==> config.mk <==
export PLATFORM = sky130hd
export DESIGN_NAME = stage_two_execute
export DESIGN_NICKNAME = d
export VERILOG_FILES = /design/src/rtl/stage_two_execute.sv
export SDC_FILE = /design/constraint.sdc
export NUM_CORES = 1
export LEC_CHECK = 0
export ABC_CLOCK_PERIOD_IN_PS = 11600
export CAP_MARGIN = 20
export CELL_PAD_IN_SITES_DETAIL_PLACEMENT = 1
export CELL_PAD_IN_SITES_GLOBAL_PLACEMENT = 1
export CORE_MARGIN = 2
export CORE_UTILIZATION = 39
export CTS_BUF_LIST = sky130_fd_sc_hd__clkbuf_16
export DETAILED_ROUTE_END_ITERATION = 8
export DONT_BUFFER_PORTS = 1
export HOLD_SLACK_MARGIN = 0.1
export MAX_ROUTING_LAYER = met4
export PLACE_DENSITY = 0.67
export SLEW_MARGIN = 10
export SYNTH_ARGS = -nofsm -noshare
export SYNTH_HDL_FRONTEND = slang
export SYNTH_SLANG_ARGS = --single-unit
==> constraint.sdc <==
create_clock -name clk -period 11.6 [get_ports clk]
set_clock_uncertainty 0.1 [all_clocks]
set_input_delay 1.74 -clock clk [delete_from_list [all_inputs] [get_ports clk]]
set_output_delay 1.74 -clock clk [all_outputs]
set_load 0.005 [all_outputs]
==> src/rtl/stage_two_execute.sv <==
// Execute stage: single-cycle ALU ops plus iterative 16-step unsigned MUL/DIV.
// A multi-cycle op stalls stage one and the PC until its result is registered.
module stage_two_execute #(
    parameter int WIDTH = 16,
    parameter int ITER  = 16
) (
    input  logic                 clk,
    input  logic                 rst,
    input  logic                 halt_sys,
    input  logic                 in_valid,
    input  logic [WIDTH-1:0]     in_a,
    input  logic [WIDTH-1:0]     in_b,
    input  logic [3:0]           in_ctrl,
    input  logic                 in_reg_wr,
    input  logic                 in_R0_en,
    input  logic [1:0]           in_memc,
    input  logic [15:0]          in_instr,
    output logic                 stall,
    output logic                 out_valid,
    output logic [2*WIDTH-1:0]   out_result,
    output logic                 out_reg_wr,
    output logic                 out_R0_en,
    output logic [1:0]           out_memc,
    output logic [15:0]          out_instr,
    output logic                 div0,
    output logic                 overflow
);

    localparam int CW = (ITER > 1) ? $clog2(ITER) : 1;
    localparam logic [CW-1:0] LAST = CW'(ITER - 1);

    localparam logic [3:0] OP_ADD = 4'd0;
    localparam logic [3:0] OP_SUB = 4'd1;
    localparam logic [3:0] OP_AND = 4'd2;
    localparam logic [3:0] OP_OR  = 4'd3;
    localparam logic [3:0] OP_SLL = 4'd4;
    localparam logic [3:0] OP_SRL = 4'd5;
    localparam logic [3:0] OP_MUL = 4'd6;
    localparam logic [3:0] OP_DIV = 4'd7;

    typedef enum logic [1:0] {IDLE, MUL_RUN, DIV_RUN} state_t;

    state_t               state, state_n;
    logic [CW-1:0]        count, count_n;
    logic [WIDTH-1:0]     work_hi, work_hi_n;
    logic [WIDTH-1:0]     work_lo, work_lo_n;
    logic [WIDTH-1:0]     opb, opb_n;
    logic                 hold_reg_wr, hold_reg_wr_n;
    logic                 hold_R0_en, hold_R0_en_n;
    logic [1:0]           hold_memc, hold_memc_n;
    logic [15:0]          hold_instr, hold_instr_n;

    logic                 out_valid_n;
    logic [2*WIDTH-1:0]   out_result_n;
    logic                 out_reg_wr_n;
    logic                 out_R0_en_n;
    logic [1:0]           out_memc_n;
    logic [15:0]          out_instr_n;
    logic                 div0_n;
    logic                 overflow_n;

    logic [WIDTH-1:0]     alu_res;
    logic                 alu_ovf;
    logic [WIDTH:0]       mul_sum;
    logic [WIDTH-1:0]     mul_hi_next;
    logic [WIDTH-1:0]     mul_lo_next;
    logic [WIDTH:0]       div_shift;
    logic [WIDTH:0]       div_trial;
    logic                 div_ok;
    logic [WIDTH-1:0]     div_hi_next;
    logic [WIDTH-1:0]     div_lo_next;

    assign stall = (state != IDLE);

    // Single-cycle ALU; overflow is the signed two's-complement overflow of ADD/SUB.
    always_comb begin
        alu_res = '0;
        alu_ovf = 1'b0;
        case (in_ctrl)
            OP_ADD: begin
                alu_res = in_a + in_b;
                alu_ovf = (in_a[WIDTH-1] == in_b[WIDTH-1]) && (alu_res[WIDTH-1] != in_a[WIDTH-1]);
            end
            OP_SUB: begin
                alu_res = in_a - in_b;
                alu_ovf = (in_a[WIDTH-1] != in_b[WIDTH-1]) && (alu_res[WIDTH-1] != in_a[WIDTH-1]);
            end
            OP_AND: alu_res = in_a & in_b;
            OP_OR:  alu_res = in_a | in_b;
            OP_SLL: alu_res = in_a << in_b[3:0];
            OP_SRL: alu_res = in_a >> in_b[3:0];
            default: alu_res = '0;
        endcase
    end

    // MUL step: {hi,lo} shifts right, adding the multiplicand into hi when lo[0] is set.
    // DIV step: remainder in hi, dividend shifts out of lo while quotient bits shift in.
    always_comb begin
        mul_sum     = {1'b0, work_hi} + (work_lo[0] ? {1'b0, opb} : {(WIDTH+1){1'b0}});
        mul_hi_next = mul_sum[WIDTH:1];
        mul_lo_next = {mul_sum[0], work_lo[WIDTH-1:1]};

        div_shift   = {work_hi, work_lo[WIDTH-1]};
        div_trial   = div_shift - {1'b0, opb};
        div_ok      = ~div_trial[WIDTH];
        div_hi_next = div_ok ? div_trial[WIDTH-1:0] : div_shift[WIDTH-1:0];
        div_lo_next = {work_lo[WIDTH-2:0], div_ok};
    end

    always_comb begin
        state_n       = state;
        count_n       = count;
        work_hi_n     = work_hi;
        work_lo_n     = work_lo;
        opb_n         = opb;
        hold_reg_wr_n = hold_reg_wr;
        hold_R0_en_n  = hold_R0_en;
        hold_memc_n   = hold_memc;
        hold_instr_n  = hold_instr;
        out_valid_n   = 1'b0;
        out_result_n  = out_result;
        out_reg_wr_n  = 1'b0;
        out_R0_en_n   = 1'b0;
        out_memc_n    = 2'b00;
        out_instr_n   = out_instr;
        div0_n        = 1'b0;
        overflow_n    = 1'b0;

        case (state)
            IDLE: begin
                if (in_valid) begin
                    case (in_ctrl)
                        OP_ADD, OP_SUB, OP_AND, OP_OR, OP_SLL, OP_SRL: begin
                            out_valid_n  = 1'b1;
                            out_result_n = {{WIDTH{1'b0}}, alu_res};
                            overflow_n   = alu_ovf;
                            out_reg_wr_n = in_reg_wr & ~alu_ovf;
                            out_R0_en_n  = in_R0_en & ~alu_ovf;
                            out_memc_n   = in_memc;
                            out_instr_n  = in_instr;
                        end
                        OP_MUL, OP_DIV: begin
                            if (in_ctrl == OP_DIV && in_b == '0) begin
                                out_valid_n  = 1'b1;
                                out_result_n = {in_a, {WIDTH{1'b1}}};
                                div0_n       = 1'b1;
                                out_memc_n   = in_memc;
                                out_instr_n  = in_instr;
                            end else begin
                                state_n       = (in_ctrl == OP_MUL) ? MUL_RUN : DIV_RUN;
                                count_n       = '0;
                                work_hi_n     = '0;
                                work_lo_n     = in_a;
                                opb_n         = in_b;
                                hold_reg_wr_n = in_reg_wr;
                                hold_R0_en_n  = in_R0_en;
                                hold_memc_n   = in_memc;
                                hold_instr_n  = in_instr;
                            end
                        end
                        default: begin
                            out_valid_n  = 1'b1;
                            out_result_n = '0;
                            out_memc_n   = in_memc;
                            out_instr_n  = in_instr;
                        end
                    endcase
                end
            end
            MUL_RUN, DIV_RUN: begin
                count_n   = count + 1'b1;
                work_hi_n = (state == MUL_RUN) ? mul_hi_next : div_hi_next;
                work_lo_n = (state == MUL_RUN) ? mul_lo_next : div_lo_next;
                if (count == LAST) begin
                    state_n      = IDLE;
                    count_n      = '0;
                    out_valid_n  = 1'b1;
                    out_result_n = {work_hi_n, work_lo_n};
                    out_reg_wr_n = hold_reg_wr;
                    out_R0_en_n  = hold_R0_en;
                    out_memc_n   = hold_memc;
                    out_instr_n  = hold_instr;
                end
            end
            default: state_n = IDLE;
        endcase
    end

    // halt_sys freezes every register, including the one-cycle flags.
    always_ff @(posedge clk or posedge rst) begin
        if (rst) begin
            state       <= IDLE;
            count       <= '0;
            work_hi     <= '0;
            work_lo     <= '0;
            opb         <= '0;
            hold_reg_wr <= 1'b0;
            hold_R0_en  <= 1'b0;
            hold_memc   <= 2'b00;
            hold_instr  <= '0;
            out_valid   <= 1'b0;
            out_result  <= '0;
            out_reg_wr  <= 1'b0;
            out_R0_en   <= 1'b0;
            out_memc    <= 2'b00;
            out_instr   <= '0;
            div0        <= 1'b0;
            overflow    <= 1'b0;
        end else if (!halt_sys) begin
            state       <= state_n;
            count       <= count_n;
            work_hi     <= work_hi_n;
            work_lo     <= work_lo_n;
            opb         <= opb_n;
            hold_reg_wr <= hold_reg_wr_n;
            hold_R0_en  <= hold_R0_en_n;
            hold_memc   <= hold_memc_n;
            hold_instr  <= hold_instr_n;
            out_valid   <= out_valid_n;
            out_result  <= out_result_n;
            out_reg_wr  <= out_reg_wr_n;
            out_R0_en   <= out_R0_en_n;
            out_memc    <= out_memc_n;
            out_instr   <= out_instr_n;
            div0        <= div0_n;
            overflow    <= overflow_n;
        end
    end

endmodule

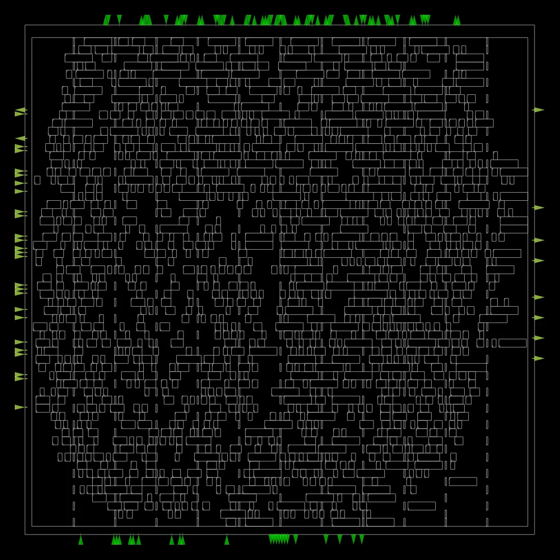
Fig. 1. Cell placement.
count of fill cells added during filler insertion: 3253
standard cell core area: 27030 µm²
Final Core Density: 0.4279
sequential cell area share: 0.2791

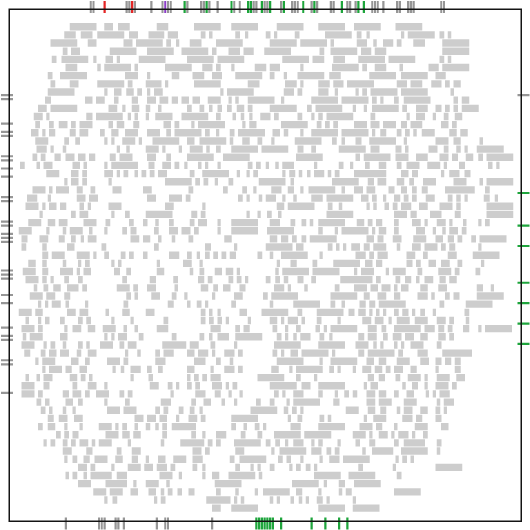
Fig. 2. I/O pins on the die edge.
Scale: 3 px per µm. Pins as bars across the die edge, other pins in gray.
color	port	pins	direction	edge
green	out_result	32	output	13 top, 12 bottom, 7 right
red	in_memc	2	input	top
purple	stall	1	output	top
Die Height: 170.1 µm
die outline width: 170.1 µm
# port buffers: 0

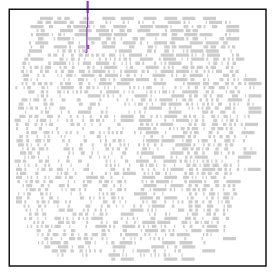
Fig. 3. Nets reached from selected ports.
Scale: 1.5 px per µm.
color	port	bits	direction	end cells	buffers	wire
purple	stall	1	output	1	0	30.2 µm
I/O Pins: 116

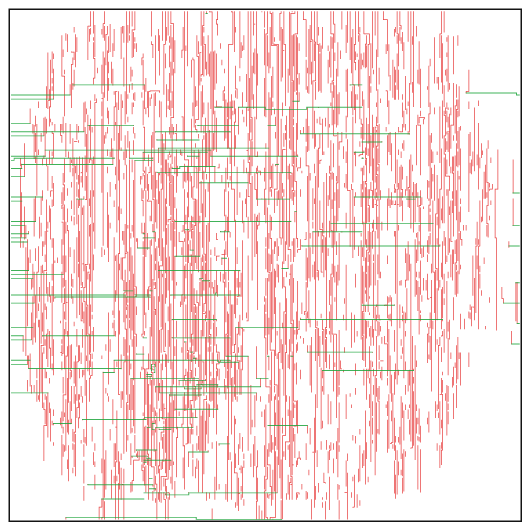
Fig. 4. Metal layers overlaid.
Scale: 3 px per µm. Only two layers are drawn.
color	layer	wire length
red	metal 2	18700 µm
green	metal 3	1780 µm
global-route total usage across every layer: 0.2800
wire per inst: 23.73 µm
routed vias: 9835
wirelength, routed: 38870 µm

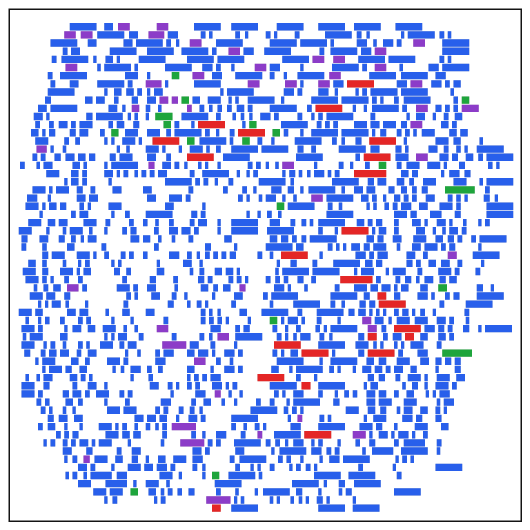
Fig. 5. Cell sizes after repair.
Scale: 3 px per µm.
color	size	cells	most used
red	_6 and larger	24	clkbuf_16
green	_3 and _4 cells	18	buf_4
blue	_0 and _1 cells	1205	nand2_1
purple	_2 cells	50	mux2_2
Layout area overhead: 7.439%
Non-Filler Cell Area, Final: 11560 µm²
worst setup slack after layout: 7187 ps
Non-clk bufs: 11

==> report_table.html <==
<h2>Implementation results</h2>
<table>
<tr><th>Metric</th><th>Value</th></tr>
<tr><th colspan="2">Logic synthesis</th></tr>
<tr><td>Proportion of netlist area held by the largest area contributor</td><td>0.2999</td></tr>
<tr><td>Top_reg_cell synth</td><td>sky130_fd_sc_hd__dfrtp_1</td></tr>
<tr><td>Library cell with the highest instance count after synthesis</td><td>sky130_fd_sc_hd__nand2_1</td></tr>
<tr><td>EDFF count, synth</td><td>0</td></tr>
<tr><td>Area contributors post-synth</td><td>sky130_fd_sc_hd__dfrtp_1 30%, sky130_fd_sc_hd__ha_1 10%, sky130_fd_sc_hd__o21ai_0 6.8%</td></tr>
<tr><td>Xor-xnor portion of the synthesized cell area</td><td>0.02929</td></tr>
<tr><td>Proportion of synthesized flip-flops having asynchronous set or reset</td><td>1.000</td></tr>
<tr><td>Tally of yosys warning messages</td><td>0</td></tr>
<tr><td>Per-instance average area after synthesis</td><td>between 8 and 9 µm²</td></tr>
<tr><td>Synthesized netlist cell count</td><td>1330</td></tr>
<tr><td>Yosys stat cell total</td><td>1330</td></tr>
<tr><th colspan="2">STA</th></tr>
<tr><td>Pin slew with the least headroom to its limit</td><td>1048 ps</td></tr>
<tr><td>Finish-stage setup viols</td><td>0</td></tr>
<tr><td>Final worst hold slack</td><td>394.6 ps</td></tr>
<tr><td>Unrepaired setup endpoints after global routing</td><td>no</td></tr>
<tr><td>Number of hold-slack violations in the final timing report</td><td>0</td></tr>
<tr><td>Total count of max-transition violations in the final report</td><td>0</td></tr>
<tr><td>Final min period</td><td>4413 ps</td></tr>
<tr><th colspan="2">GRT</th></tr>
<tr><td>Initial antenna violation count</td><td>0</td></tr>
<tr><td>Global Route met3 Usage</td><td>0.04163</td></tr>
<tr><td>Largest net degree at the start of global routing</td><td>80</td></tr>
<tr><td>Congestion Overflow GR</td><td>0</td></tr>
<tr><td>Peak-usage layer in the global routing report</td><td>met2</td></tr>
<tr><th colspan="2">Clock network</th></tr>
<tr><td>Post-CTS setup buffer count</td><td>0</td></tr>
<tr><td>Clock slew at the register clock pins of the worst setup and hold paths</td><td>roughly 60 ps</td></tr>
<tr><td>Number of gates resized after CTS</td><td>0</td></tr>
<tr><td>TritonCTS Buffers</td><td>17</td></tr>
<tr><td>Max H-tree Level</td><td>4</td></tr>
<tr><th colspan="2">Finish</th></tr>
<tr><td>Post-route non-filler standard cell count</td><td>1638</td></tr>
<tr><td>Antenna cells</td><td>0</td></tr>
<tr><td>Number of inverters outside the clock class in the layout</td><td>75</td></tr>
<tr><td>Footprint of the flip-flops and latches</td><td>between 3000 and 4000 µm²</td></tr>
<tr><td>Final non-clock buffer share</td><td>0.007141</td></tr>
<tr><td>Fraction of final layout cells sized beyond drive strength 1</td><td>0.07093</td></tr>
<tr><th colspan="2">Drt</th></tr>
<tr><td>DRC violation count after routing</td><td>0</td></tr>
<tr><th colspan="2">Worst setup path</th></tr>
<tr><td>Arrival @ worst endpoint</td><td>4600 ps</td></tr>
<tr><td>CP startpoint kind</td><td>primary input</td></tr>
<tr><td>Data required, critical path</td><td>around 12000 ps</td></tr>
<tr><td>Worst setup path category</td><td>in -&gt; reg</td></tr>
<tr><th colspan="2">Outcome</th></tr>
<tr><td>Status</td><td>complete, no violations</td></tr>
<tr><th colspan="2">Placed design</th></tr>
<tr><td>Final weighted congestion in routability-driven placement</td><td>~0.96</td></tr>
<tr><th colspan="2">Worst hold path</th></tr>
<tr><td>Class of the most critical hold timing path</td><td>reg -&gt; reg</td></tr>
<tr><th colspan="2">Floorplanning</th></tr>
<tr><td>Share of the core filled by cells before placement</td><td>0.3983</td></tr>
</table>
[layout by cell type, fill, tap and decap left out, types with 6 or more instances in the layout]
cell type,count
sky130_fd_sc_hd__nand2_1,165
sky130_fd_sc_hd__o21ai_0,146
sky130_fd_sc_hd__dfrtp_1,129
sky130_fd_sc_hd__a21oi_1,102
sky130_fd_sc_hd__nor2_1,94
sky130_fd_sc_hd__ha_1,84
sky130_fd_sc_hd__inv_1,73
sky130_fd_sc_hd__mux2i_1,53
sky130_fd_sc_hd__nor3_1,38
sky130_fd_sc_hd__nand3_1,28
sky130_fd_sc_hd__mux2_2,27
sky130_fd_sc_hd__and2_1,25
sky130_fd_sc_hd__xnor2_1,24
sky130_fd_sc_hd__a211oi_1,21
sky130_fd_sc_hd__a21o_1,19
sky130_fd_sc_hd__a31oi_1,18
sky130_fd_sc_hd__clkbuf_16,17
sky130_fd_sc_hd__nand2b_1,13
sky130_fd_sc_hd__nor2b_1,12
sky130_fd_sc_hd__xor2_1,11
sky130_fd_sc_hd__o211ai_1,11
sky130_fd_sc_hd__buf_4,11
sky130_fd_sc_hd__o21ai_1,9
sky130_fd_sc_hd__and3_1,8
sky130_fd_sc_hd__a211o_1,8
sky130_fd_sc_hd__o21a_1,7
sky130_fd_sc_hd__o2111ai_1,7
sky130_fd_sc_hd__a221oi_1,7
sky130_fd_sc_hd__o221ai_1,7
sky130_fd_sc_hd__nor4_1,6
sky130_fd_sc_hd__nor3b_1,6
sky130_fd_sc_hd__o31ai_1,6
sky130_fd_sc_hd__a22o_1,6
[cells by family after synthesis]
group / after synthesis
AOI/OAI and AO/OA: 418
xor gates and xnor gates: 36
adders and majority gates: 90
buffers and inverters: 149
DFF: 129
muxes: 85
and+or+nand+nor: 423
[final timing paths]
kind	end	cells past startpoint	startpoint	slack [ps]
worst max-delay path	out_result[9]$_DFFE_PP0P_	11	in_b[2]	7190
worst min-delay path	out_result[1]$_DFFE_PP0P_	2	out_result[1]$_DFFE_PP0P_	390
worst max register to register	out_result[18]$_DFFE_PP0P_	14	work_lo[15]$_DFFE_PP0P_	7510
worst min register to register	out_result[1]$_DFFE_PP0P_	2	out_result[1]$_DFFE_PP0P_	390
max in group asynchronous	out_result[13]$_DFFE_PP0P_	2	rst	8980
min in group asynchronous	out_result[1]$_DFFE_PP0P_	1	rst	1180
[critical path: stages]
cell,delay [ps]
sky130_fd_sc_hd__inv_1,450
sky130_fd_sc_hd__ha_1,420
sky130_fd_sc_hd__a21oi_1,160
sky130_fd_sc_hd__nand2_1,110
sky130_fd_sc_hd__a211oi_1,390
sky130_fd_sc_hd__o21ai_0,150
sky130_fd_sc_hd__a2111oi_0,380
sky130_fd_sc_hd__nor3_1,110
sky130_fd_sc_hd__xor2_1,160
sky130_fd_sc_hd__a211oi_1,390
sky130_fd_sc_hd__o31ai_1,110
[layer usage]
metal,vias up,share of wire
met5,-,0
met2,224,0.48
met1,4881,0.45
li1,4678,-
met3,52,0.046
met4,0,0.025
[power breakdown]
part	switching, mW	internal (mW)
sequential	0.188	0.647
clock	0.225	0.315
combinational	1.05	0.683
